run_1/pdn.png
Scale: 6 px per um. Pins as bars on the die edge.
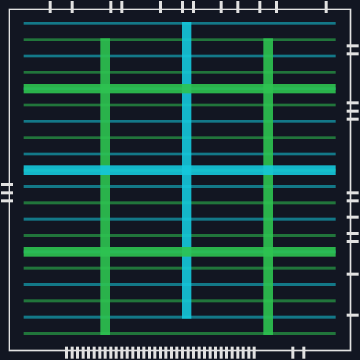
run_1/clock_map.png
Scale: 10 px per um.
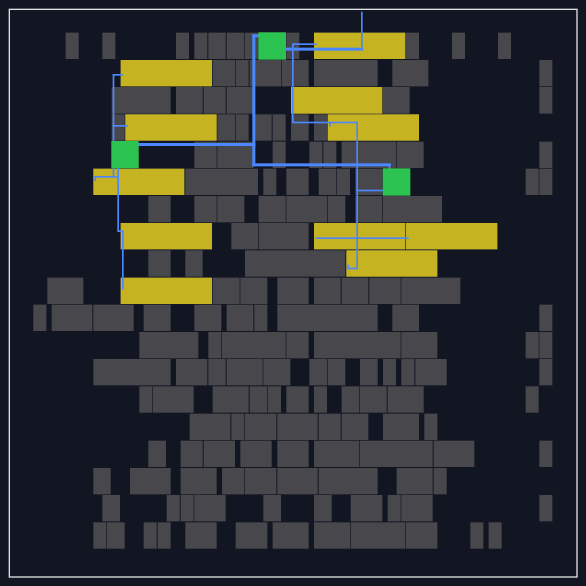
run_1/metal_stack.png
Scale: 6 px per um. Two of the layers only.
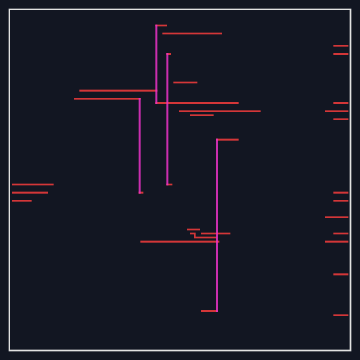
run_1/final_placement.png
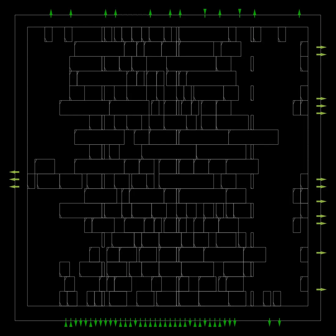
--- config.mk ---
export PLATFORM = sky130hd
export DESIGN_NAME = pipe_ctrl
export DESIGN_NICKNAME = d
export VERILOG_FILES = /design/src/rtl/pipe_ctrl.sv
export SDC_FILE = /design/constraint.sdc
export NUM_CORES = 1
export LEC_CHECK = 0
export CORE_MARGIN = 2
export CORE_UTILIZATION = 36
export DETAILED_ROUTE_END_ITERATION = 10
export PLACE_DENSITY = 0.82
export REMOVE_ABC_BUFFERS = 1
export SETUP_SLACK_MARGIN = 0.2
export SYNTH_ARGS = -nofsm -noshare
export SYNTH_HDL_FRONTEND = slang
export SYNTH_SLANG_ARGS = --single-unit
--- constraint.sdc ---
create_clock -name clk -period 2.5 [get_ports clk]
set_input_delay 0.625 -clock clk [delete_from_list [all_inputs] [get_ports clk]]
set_output_delay 0.625 -clock clk [all_outputs]
set_load 0.005 [all_outputs]
--- src/rtl/pipe_ctrl.sv ---
// ---------------------------------------------------------------------------
// pipe_ctrl -- pipeline hazard / stall controller for a 5-stage in-order core
//
// Purpose:
//   Generates the PC, IF/ID and ID/EX register enables and the IF/ID, ID/EX
//   and EX/MEM bubble-insert (flush) strobes. It handles three situations:
//     * load-use hazards     : one bubble via the LU_STALL state
//     * taken branches/jumps : squash the wrong-path fetch in IF/ID
//     * multi-cycle mult/div : freeze the front end until mdu_done, with a
//                              timeout that raises a sticky error flag
//   All control outputs are decoded combinationally from the current state
//   and the current inputs, so a hazard takes effect in the same cycle.
//
// Configuration macro:
//   PIPE_CTRL_STALL_CNT_EN - when defined, stall_cnt counts every cycle
//                            with pc_ena low (outside reset). When undefined,
//                            stall_cnt is tied to zero and no counter exists.
//
// Parameters:
//   REG_W   - register-index width
//   MDU_MAX - MDU wait-timeout limit in cycles (2..255)
//
// Ports:
//   clk           in   1      clock, rising edge
//   rst           in   1      asynchronous active-low reset
//   id_rs, id_rt  in   REG_W  source indices of the instruction in ID
//   id_use_rs/rt  in   1      ID instruction reads rs / rt
//   ex_is_load    in   1      EX holds a load
//   ex_rt         in   REG_W  load destination index
//   branch_taken  in   1      ID resolved a taken branch or jump
//   mdu_start     in   1      EX issues a multi-cycle mult/div
//   mdu_done      in   1      mult/div result valid
//   pc_ena        out  1      PC register enable
//   ifid_ena      out  1      IF/ID register enable
//   idex_ena      out  1      ID/EX register enable
//   ifid_flush    out  1      IF/ID bubble insert (overrides ifid_ena)
//   idex_flush    out  1      ID/EX bubble insert (overrides idex_ena)
//   exmem_flush   out  1      EX/MEM bubble insert
//   state         out  2      FSM state (0 RUN, 1 LU_STALL, 2 MDU_WAIT)
//   mdu_err       out  1      sticky MDU timeout flag, cleared only by reset
//   stall_cnt     out  32     stall-cycle counter
// ---------------------------------------------------------------------------
module pipe_ctrl #(
    parameter int REG_W   = 5,
    parameter int MDU_MAX = 40
) (
    input  logic             clk,
    input  logic             rst,
    input  logic [REG_W-1:0] id_rs,
    input  logic [REG_W-1:0] id_rt,
    input  logic             id_use_rs,
    input  logic             id_use_rt,
    input  logic             ex_is_load,
    input  logic [REG_W-1:0] ex_rt,
    input  logic             branch_taken,
    input  logic             mdu_start,
    input  logic             mdu_done,
    output logic             pc_ena,
    output logic             ifid_ena,
    output logic             idex_ena,
    output logic             ifid_flush,
    output logic             idex_flush,
    output logic             exmem_flush,
    output logic [1:0]       state,
    output logic             mdu_err,
    output logic [31:0]      stall_cnt
);

    typedef enum logic [1:0] {
        ST_RUN      = 2'd0,
        ST_LU_STALL = 2'd1,
        ST_MDU_WAIT = 2'd2,
        ST_ILLEGAL  = 2'd3
    } state_t;

    // Last wait-counter value before the timeout fires.
    localparam logic [7:0] MDU_LAST = 8'(MDU_MAX - 1);

    state_t     r_state;
    logic [7:0] r_wait_cnt;
    logic       r_mdu_err;

    state_t     w_nxt_state;
    logic [7:0] w_nxt_wait_cnt;
    logic       w_set_err;
    logic       w_lu_haz;
    logic       w_pc_ena;
    logic       w_ifid_ena;
    logic       w_idex_ena;
    logic       w_ifid_flush;
    logic       w_idex_flush;
    logic       w_exmem_flush;

    // Load-use hazard: the load in EX writes a register that ID reads.
    // Register 0 is hard-wired to zero, so it never creates a dependency.
    assign w_lu_haz = ex_is_load && (ex_rt != {REG_W{1'b0}}) &&
                      ((id_use_rs && (id_rs == ex_rt)) ||
                       (id_use_rt && (id_rt == ex_rt)));

    // Output decode and next-state logic.
    always_comb begin
        w_pc_ena       = 1'b1;
        w_ifid_ena     = 1'b1;
        w_idex_ena     = 1'b1;
        w_ifid_flush   = 1'b0;
        w_idex_flush   = 1'b0;
        w_exmem_flush  = 1'b0;
        w_nxt_state    = ST_RUN;
        w_nxt_wait_cnt = r_wait_cnt;
        w_set_err      = 1'b0;

        if (!rst) begin
            // Hold every stage and fill the pipe with bubbles while in reset.
            w_pc_ena      = 1'b0;
            w_ifid_ena    = 1'b0;
            w_idex_ena    = 1'b0;
            w_ifid_flush  = 1'b1;
            w_idex_flush  = 1'b1;
            w_exmem_flush = 1'b1;
            w_nxt_state   = ST_RUN;
        end else begin
            case (r_state)
                ST_RUN: begin
                    // A mult/div that completes in its issue cycle needs no
                    // stall, so it falls through to the lower priorities.
                    if (mdu_start && !mdu_done) begin
                        // Freeze the front end; a branch in ID is re-seen
                        // once the stall ends, so it is ignored here.
                        w_pc_ena       = 1'b0;
                        w_ifid_ena     = 1'b0;
                        w_idex_ena     = 1'b0;
                        w_exmem_flush  = 1'b1;
                        w_nxt_wait_cnt = 8'd0;
                        w_nxt_state    = ST_MDU_WAIT;
                    end else if (w_lu_haz) begin
                        w_pc_ena     = 1'b0;
                        w_ifid_ena   = 1'b0;
                        w_idex_flush = 1'b1;
                        w_nxt_state  = ST_LU_STALL;
                    end else if (branch_taken) begin
                        w_ifid_flush = 1'b1;
                        w_nxt_state  = ST_RUN;
                    end else begin
                        w_nxt_state = ST_RUN;
                    end
                end

                ST_LU_STALL: begin
                    // The bubble is already in ID/EX, so the hazard that is
                    // still visible this cycle is resolved by forwarding.
                    if (branch_taken) begin
                        w_ifid_flush = 1'b1;
                    end else begin
                        w_ifid_flush = 1'b0;
                    end
                    w_nxt_state = ST_RUN;
                end

                ST_MDU_WAIT: begin
                    if (mdu_done) begin
                        w_nxt_state = ST_RUN;
                    end else if (r_wait_cnt >= MDU_LAST) begin
                        // Give up on the unit and release the pipeline.
                        w_set_err   = 1'b1;
                        w_nxt_state = ST_RUN;
                    end else begin
                        w_pc_ena       = 1'b0;
                        w_ifid_ena     = 1'b0;
                        w_idex_ena     = 1'b0;
                        w_exmem_flush  = 1'b1;
                        w_nxt_wait_cnt = (r_wait_cnt == 8'hFF) ? r_wait_cnt
                                                               : r_wait_cnt + 8'd1;
                        w_nxt_state    = ST_MDU_WAIT;
                    end
                end

                default: begin
                    // Unused encoding: recover to RUN on the next edge.
                    w_nxt_state = ST_RUN;
                end
            endcase
        end
    end

    // FSM state, MDU wait counter and sticky timeout flag.
    always_ff @(posedge clk or negedge rst) begin
        if (!rst) begin
            r_state    <= ST_RUN;
            r_wait_cnt <= 8'd0;
            r_mdu_err  <= 1'b0;
        end else begin
            r_state    <= w_nxt_state;
            r_wait_cnt <= w_nxt_wait_cnt;
            if (w_set_err) begin
                r_mdu_err <= 1'b1;
            end else begin
                r_mdu_err <= r_mdu_err;
            end
        end
    end

`ifdef PIPE_CTRL_STALL_CNT_EN
    logic [31:0] r_stall_cnt;

    // Stall-cycle counter; wraps naturally at 2^32.
    always_ff @(posedge clk or negedge rst) begin
        if (!rst) begin
            r_stall_cnt <= 32'd0;
        end else if (!w_pc_ena) begin
            r_stall_cnt <= r_stall_cnt + 32'd1;
        end else begin
            r_stall_cnt <= r_stall_cnt;
        end
    end

    assign stall_cnt = r_stall_cnt;
`else
    assign stall_cnt = 32'd0;
`endif

    assign pc_ena      = w_pc_ena;
    assign ifid_ena    = w_ifid_ena;
    assign idex_ena    = w_idex_ena;
    assign ifid_flush  = w_ifid_flush;
    assign idex_flush  = w_idex_flush;
    assign exmem_flush = w_exmem_flush;
    assign state       = r_state;
    assign mdu_err     = r_mdu_err;

endmodule
==> job_summary.md, run 1 <==
### Flow metrics

| Metric | Value |
|---|---|
| Row count | `19` |
| I/O Buffers | `31` |
| Setup ws final | `-45.3 ps` |
| Die ar. | `3210 um^2` |
| Cell Type Count | `33` |
| FP Core Util | `0.371` |
| Wirelength, routed | `3.05 mm` |
| Clock sink count | `11` |
| Drc violations | `0` |
| CTS Buf Count | `3` |
| Synth Register Bits | `11` |
| Number of enable flip-flop cells | `0` |
| End point of the worst hold path | `r_wait_cnt[7]` |
| Setup crit end kind | `output port` |
| Yosys Instances | `115` |
| R2R setup slack | `500 ps` |
| Ranking of synthesized cells by area | `dfrtp_1 (28%), buf_4 (25%), xnor2_1 (8.8%)` |
| Inst Count DP | `187` |
| Final hold vios | `0` |
| Top_reg_cell synth | `dfrtp_1` |
| WS Path Type | `in2out` |
| Synthesized netlist cell count | `115` |
| Placed Area | `1310 um^2` |
| Status | `finished with violations` |
| Final setup vio count | `1` |
| Failing checks | `setup timing` |
| Async set-or-reset flop fraction in the synthesized netlist | `1.00` |
-- pdn.png (at the start) --
Key: VDD = cyan; VSS = green
20 met1 rails follow the rows. 3 straps on met5. 3 straps on met4. The core has 19 rows. 64 signal pins sit on the boundary.
die width: 56.6 um
VDD IR-drop max: 0.308 mV

-- clock_map.png (at the start) --
Key: cells driving clock nets = green [count 3]; flip-flops = yellow [count 11]; clock wires = blue [length 132 um]
There are 4 routed clock nets.
clk pwr: 0.121 mW
clk latency late pin: 280 ps
Clock power frac: 0.251

-- metal_stack.png (at the start) --
Key: met4 = magenta [wire length 78.9 um]; met3 = red [wire length 146 um]
total global-route track usage: 0.185
routed vias: 942

-- final_placement.png (at the start) --
final core occ: 0.570
# Taps: 31
core area: 2690 um^2
Filler Cells Inserted: 227

## run 1: placed cells by master, fill, tap and decap left out, types with 2 or more instances in the layout
cell             Yosys  final
conb_1               1     32
buf_4               33     19
dfrtp_1             11     11
nand2_1              8      8
xnor2_1             10      7
clkdlybuf4s50_1      0      7
buf_6                0      7
dlygate4sd2_1        0      7
buf_2                0      6
inv_1                5      4
nand4_1              4      4
nor2_1               5      4
o21ai_0              6      4
a21oi_1              5      4
xnor2_2              0      3
clkbuf_4             0      3
clkdlybuf4s15_1      0      3
clkbuf_2             0      3
nand3_1              2      2
and2_1               2      2
## run 1: logic make-up after synthesis
logic type	share of synthesized area
AND-OR/OR-AND	0.172
XOR/XNOR	0.0878
adder cells (fa/ha/maj)	0.0125
buffers and inverters	0.267
flip-flops	0.276
multiplexers	0.0113
other	0.00376
AND/OR/NAND/NOR	0.169
## run 1: sequential cells by signal, summed over array words and instances, names as in the netlist
register    count
r_wait_cnt      8
state           2
mdu_err         1
## run 1: worst max-delay path, stage by stage
cell and delay [ps]:
clkdlybuf4s50_1 540, o21ai_4 100, nor4b_4 360, a21bo_2 200
buf_6 90
## run 1: through the flow
step                utilization  TNS [ps]
finish                    0.570     -45.3
detailed placement        0.486     -4390
global placement          0.486     -3910
floorplan                     -         0
global route              0.570      -196
CTS                       0.539         0
## run 1: routing by layer
layer | global-route usage | part of all wire | vias up
met5 | 0 | 0 | -
met3 | 0.0645 | 0.048 | 9
li1 | - | - | 438
met1 | 0.180 | 0.38 | 453
met2 | 0.344 | 0.55 | 42
met4 | 0.0850 | 0.026 | 0
## run 1: power breakdown
part           total (mW)  switching, mW  internal [mW]
combinational       0.171         0.0799         0.0906
sequential          0.189        0.00601          0.183
clock               0.121         0.0588         0.0619
total               0.481          0.145          0.336
## run 1: layout make-up
| class | count | share of cell area |
|---|---|---|
| Tap cell | 31 | 0.0253 |
| Multi-Input combinational cell | 97 | 0.463 |
| Clock buffer | 4 | 0.0172 |
| Sequential cell | 11 | 0.180 |
| Inverter | 5 | 0.0123 |
| Timing Repair Buffer | 54 | 0.302 |
## run 1: worst max-delay path by stage
stage / to / from / slack, ps
finish: idex_flush / ex_is_load / -50
CTS: idex_flush / ex_rt[3] / 20
detailed placement: idex_flush / ex_rt[0] / -910
global route: idex_flush / ex_rt[3] / -100
floorplan: idex_flush / ex_rt[1] / 250
global placement: idex_flush / ex_rt[4] / -800
## run 1: repair_timing
item	in CTS	in global routing
hold buffers	0	0
pin swaps	25	12
endpoints found under the hold margin	0	0
buffers inserted	8	3
setup endpoints to repair	10	11
gates resized	90	15
run_1/cell_classes.png
Scale: 4 px per um. Fill, decap, tap and diode cells in grey.
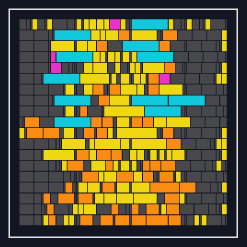

==> run 2, diff against run 1 <==
--- a/config.mk
+++ b/config.mk
@@ -8,9 +8,9 @@
 export CORE_MARGIN = 2
 export CORE_UTILIZATION = 36
 export DETAILED_ROUTE_END_ITERATION = 10
+export GPL_ROUTABILITY_DRIVEN = 0
 export PLACE_DENSITY = 0.82
 export REMOVE_ABC_BUFFERS = 1
-export SETUP_SLACK_MARGIN = 0.2
 export SYNTH_ARGS = -nofsm -noshare
 export SYNTH_HDL_FRONTEND = slang
 export SYNTH_SLANG_ARGS = --single-unit
run_2/cell_classes.png
Scale: 4 px per um. Fill, decap, tap and diode cells in grey.
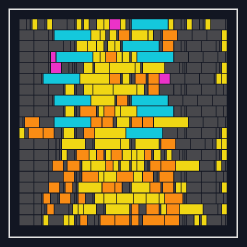
Key: flip-flops = cyan [cells 11]; all other logic = yellow [cells 102]; clock drivers and dummy loads = magenta [cells 4]; other buffers and delay cells = orange [cells 54]
final core occ: 0.552
Seq area share: 0.186
fin area: 1480 um^2
row count: 19

==> run 2 against run 1 <==
Net effect:
- the flow still finishes with violations (setup timing)
- area after synthesis stayed put
- count of clock-buffer cells in the layout stayed put
- combinational power is 5% lower
- via count is 0.21% lower
- sequential power hardly changed
- fmax is 1.1% higher
- final cell count stayed put
- critical path depth is 1 higher
- critical path type unchanged
- critical endpoint unchanged
==> job_summary.md, run 2 <==
### Flow metrics

| Metric | Value |
|---|---|
| Hold Buf Count CTS | `0 (unchanged)` |
| Slowest CP cell | `or4_4 (was clkdlybuf4s50_1)` |
| Setup ws final | `-18.3 ps (was -45.3 ps)` |
| Top_reg_cell synth | `dfrtp_1 (unchanged)` |
| Net Sw Frac | `0.299 (was 0.301)` |
| Gr busiest metal | `met2 (unchanged)` |
| Clock power frac | `0.257 (was 0.251)` |
| Drc violations | `0 (unchanged)` |
| Yosys Instances | `115 (unchanged)` |
| Final hold vios | `0 (unchanged)` |
| Core area | `2690 um^2 (unchanged)` |
| Wirelength, routed | `2.82 mm (was 3.05 mm)` |
| FP Core Util | `0.371 (unchanged)` |
| Top reg by flops | `r_wait_cnt (unchanged)` |
| Met1 usage | `0.173 (was 0.180)` |
| I/O Buffers | `31 (unchanged)` |
| Cell Type Count | `33 (unchanged)` |
| Met3 GRT Util | `0.0530 (was 0.0645)` |
| GR met2 Demand/Resource | `0.321 (was 0.344)` |
| Failing checks | `setup timing (unchanged)` |
| Most frequent logic cell in the layout | `conb_1 (unchanged)` |
| Die ar. | `3210 um^2 (unchanged)` |
| Status | `finished with violations (unchanged)` |
| Setup crit end kind | `output port (unchanged)` |
| Final setup vio count | `1 (unchanged)` |
| Ranking of synthesized cells by area | `dfrtp_1 (28%), buf_4 (25%), xnor2_1 (8.8%) (unchanged)` |
| CP Cell Sequence | `buf_8 > or4_4 > o21ai_4 > nor4b_4 > a21bo_2 > buf_6 (was clkdlybuf4s50_1 > o21ai_4 > nor4b_4 > a21bo_2 > buf_6)` |
| Synth Register Bits | `11 (unchanged)` |
| Clk latency late pin | `280 ps (about the same)` |
| Most instantiated logic cells after routing | `conb_1 (32), buf_4 (24), dfrtp_1 (11) (was conb_1 (32), buf_4 (19), dfrtp_1 (11))` |
| Switching pwr | `0.141 mW (was 0.145 mW)` |
==> run 2: power groups by stage <==
stage	clock, mW	sequential [mW]	combinational, mW
2_1_floorplan	0	0.191	0.0578
4_1_cts	0.124	0.189	0.144
5_1_grt	0.129	0.190	0.176
3_3_place_gp	0	0.191	0.141
6_report	0.122	0.189	0.163
3_5_place_dp	0	0.191	0.144
==> run 2: per-layer routing <==
metal / up-vias / share of wire
met1: 463 / 0.37
met5: - / 0
met2: 35 / 0.57
met3: 4 / 0.040
li1: 438 / -
met4: 0 / 0.015
==> run 2: area by class of cell <==
cell class              instances  area [um^2]  share of cell area
inverters                       5         18.8              0.0127
multi-input cells              97          693               0.468
repair buffers                 54          430               0.290
flip-flops and latches         11          275               0.186
well taps                      31         38.8              0.0262
clock buffers                   4         26.3              0.0177
==> run 2: kinds of logic (layout without fill, tap and decap cells) <==
kind of cell,after synthesis,after routing,synth area share
xor gates and xnor gates,10,10,0.0878
muxes,1,1,0.0113
AOI/OAI and AO/OA,22,22,0.172
buffers and inverters,38,63,0.267
DFF,11,11,0.276
and+or+nand+nor,31,31,0.169
other,1,32,0.00376
adders and majority gates,1,1,0.0125
==> run 2: stage by stage <==
| step | setup WS (ps) | cell area (um^2) | power [mW] | setup TNS [ps] | util |
|---|---|---|---|---|---|
| finish | -18.3 | 1480 | 0.473 | -18.3 | 0.552 |
| global route | -64.4 | 1480 | 0.494 | -189 | 0.552 |
| CTS | 0.220 | 1400 | 0.456 | 0 | 0.520 |
| detailed placement | -914 | 1310 | 0.336 | -4390 | 0.486 |
| global placement | -804 | 1310 | 0.332 | -3910 | 0.486 |
| floorplan | 246 | 866 | 0.249 | 0 | - |
==> run 2: worst max-delay path: cells and delay by family <==
kind                   cells  cell delay, ps
and+or+nand+nor            2             620
buffers and inverters      2             210
AOI/OAI and AO/OA          2             430
==> run 2: path summary, 6_finish.rpt <==
check | to | cells after the start | from | slack (ps)
worst max-delay path | idex_flush | 6 | ex_rt[3] | -20
worst min-delay path | r_wait_cnt[7] | 1 | r_wait_cnt[7] | 480
worst max register to register | r_wait_cnt[3] | 7 | r_wait_cnt[1] | 560
worst min register to register | r_wait_cnt[7] | 1 | r_wait_cnt[7] | 480
max in group asynchronous | mdu_err | 3 | rst | 1450
min in group asynchronous | state[0] | 3 | rst | 870
==> run 2: repair_timing <==
item                       CTS  global route
gates resized               71            31
buffers inserted             5             6
pin swaps                   21            23
setup endpoints to repair    6             8
run_2/metal_stack.png
Scale: 6 px per um. Two of the layers only.
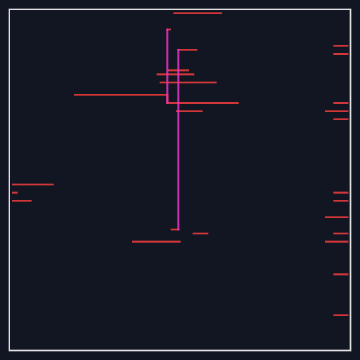

==> run 3, diff against run 2 <==
--- a/config.mk
+++ b/config.mk
@@ -5,11 +5,13 @@
 export SDC_FILE = /design/constraint.sdc
 export NUM_CORES = 1
 export LEC_CHECK = 0
+export CELL_PAD_IN_SITES_DETAIL_PLACEMENT = 0
+export CELL_PAD_IN_SITES_GLOBAL_PLACEMENT = 2
 export CORE_MARGIN = 2
-export CORE_UTILIZATION = 36
+export CORE_UTILIZATION = 19
 export DETAILED_ROUTE_END_ITERATION = 10
 export GPL_ROUTABILITY_DRIVEN = 0
-export PLACE_DENSITY = 0.82
+export PLACE_DENSITY = 0.77
 export REMOVE_ABC_BUFFERS = 1
 export SYNTH_ARGS = -nofsm -noshare
 export SYNTH_HDL_FRONTEND = slang
run_3/metal_stack.png
Scale: 4 px per um. Two of the layers only.
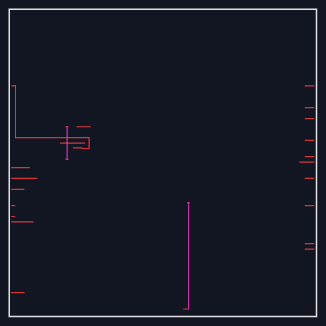
Key: met3 = red [wire length 82.5 um]; met4 = magenta [wire length 47.6 um]
routed vias: 863
wirelength, routed: 2.40 mm

==> run 3 against run 2 <==
Net effect:
- the flow now finishes without violations
- sequential share of layout area fell by 0.32 points
- count of clock-buffer cells in the layout did not move
- non-clock buffer count did not move
- final cell count rose by 19%
- die size rose by 82%
- clock power rose by about 40%
- synthesized cell count did not move
- clock skew fell by 9.8 ps
- routed wire length fell by 15%
- critical endpoint unchanged
- largest cell class unchanged
- largest power group unchanged
==> job_summary.md, run 3 <==
### Flow metrics

| Metric | Value |
|---|---|
| Final core occ | `0.297 (was 0.552)` |
| Max FO, Critical Path | `3 (unchanged)` |
| Most instantiated logic cells after routing | `conb_1 (32), buf_4 (23), dfrtp_1 (11) (was conb_1 (32), buf_4 (24), dfrtp_1 (11))` |
| Cell Type Count | `33 (unchanged)` |
| Depth of the most critical reg-to-reg path | `7 (unchanged)` |
| Max reg flops | `8 (unchanged)` |
| Crit Reg-Reg Startpoint | `r_wait_cnt[1] (unchanged)` |
| CTS Buf Count | `3 (unchanged)` |
| Sequential Power Share | `0.369 (was 0.398)` |
| Yosys Instances | `115 (unchanged)` |
| Status | `finished, final reports clean (was finished with violations)` |
| WS Path Type | `in2out (unchanged)` |
| Hold Buf Count CTS | `0 (unchanged)` |
| Inst Count DP | `228 (was 187)` |
| Worst setup SP type | `input port (unchanged)` |
| Final setup TNS | `0 ps (was -18.3 ps)` |
| Synth Register Bits | `11 (unchanged)` |
| Most frequent cell after synthesis | `buf_4 (unchanged)` |
| Top reg by flops | `r_wait_cnt (unchanged)` |
| Most frequent logic cell in the layout | `conb_1 (unchanged)` |
| Row count | `26 (was 19)` |
| Gate Area | `653 um^2 (was 693 um^2)` |
| Ports | `64 (unchanged)` |
| Placed Area | `1370 um^2 (was 1310 um^2)` |
| Number of enable flip-flop cells | `0 (unchanged)` |
| Final setup vio count | `0 (was 1)` |
| Clock power frac | `0.334 (was 0.257)` |
| Filler Cells Inserted | `568 (was 239)` |
| PwrDens | `340 nW/um^2 (was 319 nW/um^2)` |
| Setup crit end kind | `output port (unchanged)` |
| Logic pwr share | `0.297 (was 0.345)` |
| Ranking of synthesized cells by area | `dfrtp_1 (28%), buf_4 (25%), xnor2_1 (8.8%) (unchanged)` |
| R2R setup slack | `600 ps (was 560 ps)` |
| Synthesized netlist cell count | `115 (unchanged)` |
| Clk latency late pin | `230 ps (was 280 ps)` |
| Die ar. | `5840 um^2 (was 3210 um^2)` |
| VDD IR-drop max | `0.281 mV (was 0.309 mV)` |
| Int Power | `0.380 mW (was 0.332 mW)` |
| I/O Buffers | `31 (unchanged)` |
| Total global-route track usage | `0.0799 (was 0.169)` |
| Core area | `5070 um^2 (was 2690 um^2)` |
| Switching pwr | `0.133 mW (was 0.141 mW)` |
| Final hold vios | `0 (unchanged)` |
| FP Core Util | `0.196 (was 0.371)` |
run 3: cell count changes in the layout (fill, tap and decap cells not counted), sizes merged:
cell	before	now
clkbuf	11	9
buf	32	33
dlymetal6s2s	1	2
run 3: worst max path at each step:
stage	startpoint	endpoint	depth (start not counted)	slack, ps
global placement	ex_rt[1]	ifid_flush	6	-880
finish	ex_rt[4]	idex_flush	6	20
CTS	ex_rt[4]	idex_flush	6	-90
detailed placement	ex_rt[4]	idex_flush	7	-870
global route	ex_rt[4]	pc_ena	7	-20
floorplan	ex_rt[1]	idex_flush	4	250
run 3: stage by stage:
step | total power, mW | hold WS, ps | worst slack [ps]
4_1_cts | 0.506 | 478 | -94.0
5_1_grt | 0.552 | 425 | -22.5
2_1_floorplan | 0.249 | 329 | 246
3_5_place_dp | 0.336 | 465 | -868
6_report | 0.513 | 423 | 21.4
3_3_place_gp | 0.336 | 460 | -875
run 3: layer usage:
layer,wire length [um],vias up,track usage
met5,0,-,0
met4,47,0,0.0345
met3,82,6,0.0178
met2,1300,26,0.145
met1,977,393,0.0889
li1,-,438,-
run 3: layout make-up:
cell class / instances / area share
multi-input combinational: 97 / 0.433
timing repair buffer: 54 / 0.284
sequential: 11 / 0.182
tap: 70 / 0.0580
clock buffer: 4 / 0.0299
inverter: 5 / 0.0124
run 3: logic make-up after synthesis:
group                    count (synthesis)  synth area share
other                                    1           0.00376
flip-flops                              11             0.276
XOR/XNOR                                10            0.0878
AND/OR/NAND/NOR                         31             0.169
AND-OR/OR-AND                           22             0.172
multiplexers                             1            0.0113
adder cells (fa/ha/maj)                  1            0.0125
buffers and inverters                   38             0.267
run 3: critical path: stages:
cell	delay [ps]
buf_8	100
or4_4	540
o21ai_4	190
nor4b_4	70
a21bo_2	210
buf_2	120
run 3: power by group through the flow:
| stage | registers, mW | logic, mW | clock network, mW |
|---|---|---|---|
| final | 0.189 | 0.152 | 0.171 |
| after global routing | 0.190 | 0.167 | 0.195 |
| after CTS | 0.189 | 0.139 | 0.178 |
| after detailed placement | 0.191 | 0.144 | 0 |
| after global placement | 0.191 | 0.145 | 0 |
| after floorplan | 0.191 | 0.0578 | 0 |
run 3: repair_timing:
action                                  CTS  global route
pin swaps                                19            15
setup buffers                             3             6
resized                                  58            30
endpoints found under the setup margin    6             5
gates cloned                              0             0
Power and IR drop assume default switching activity.
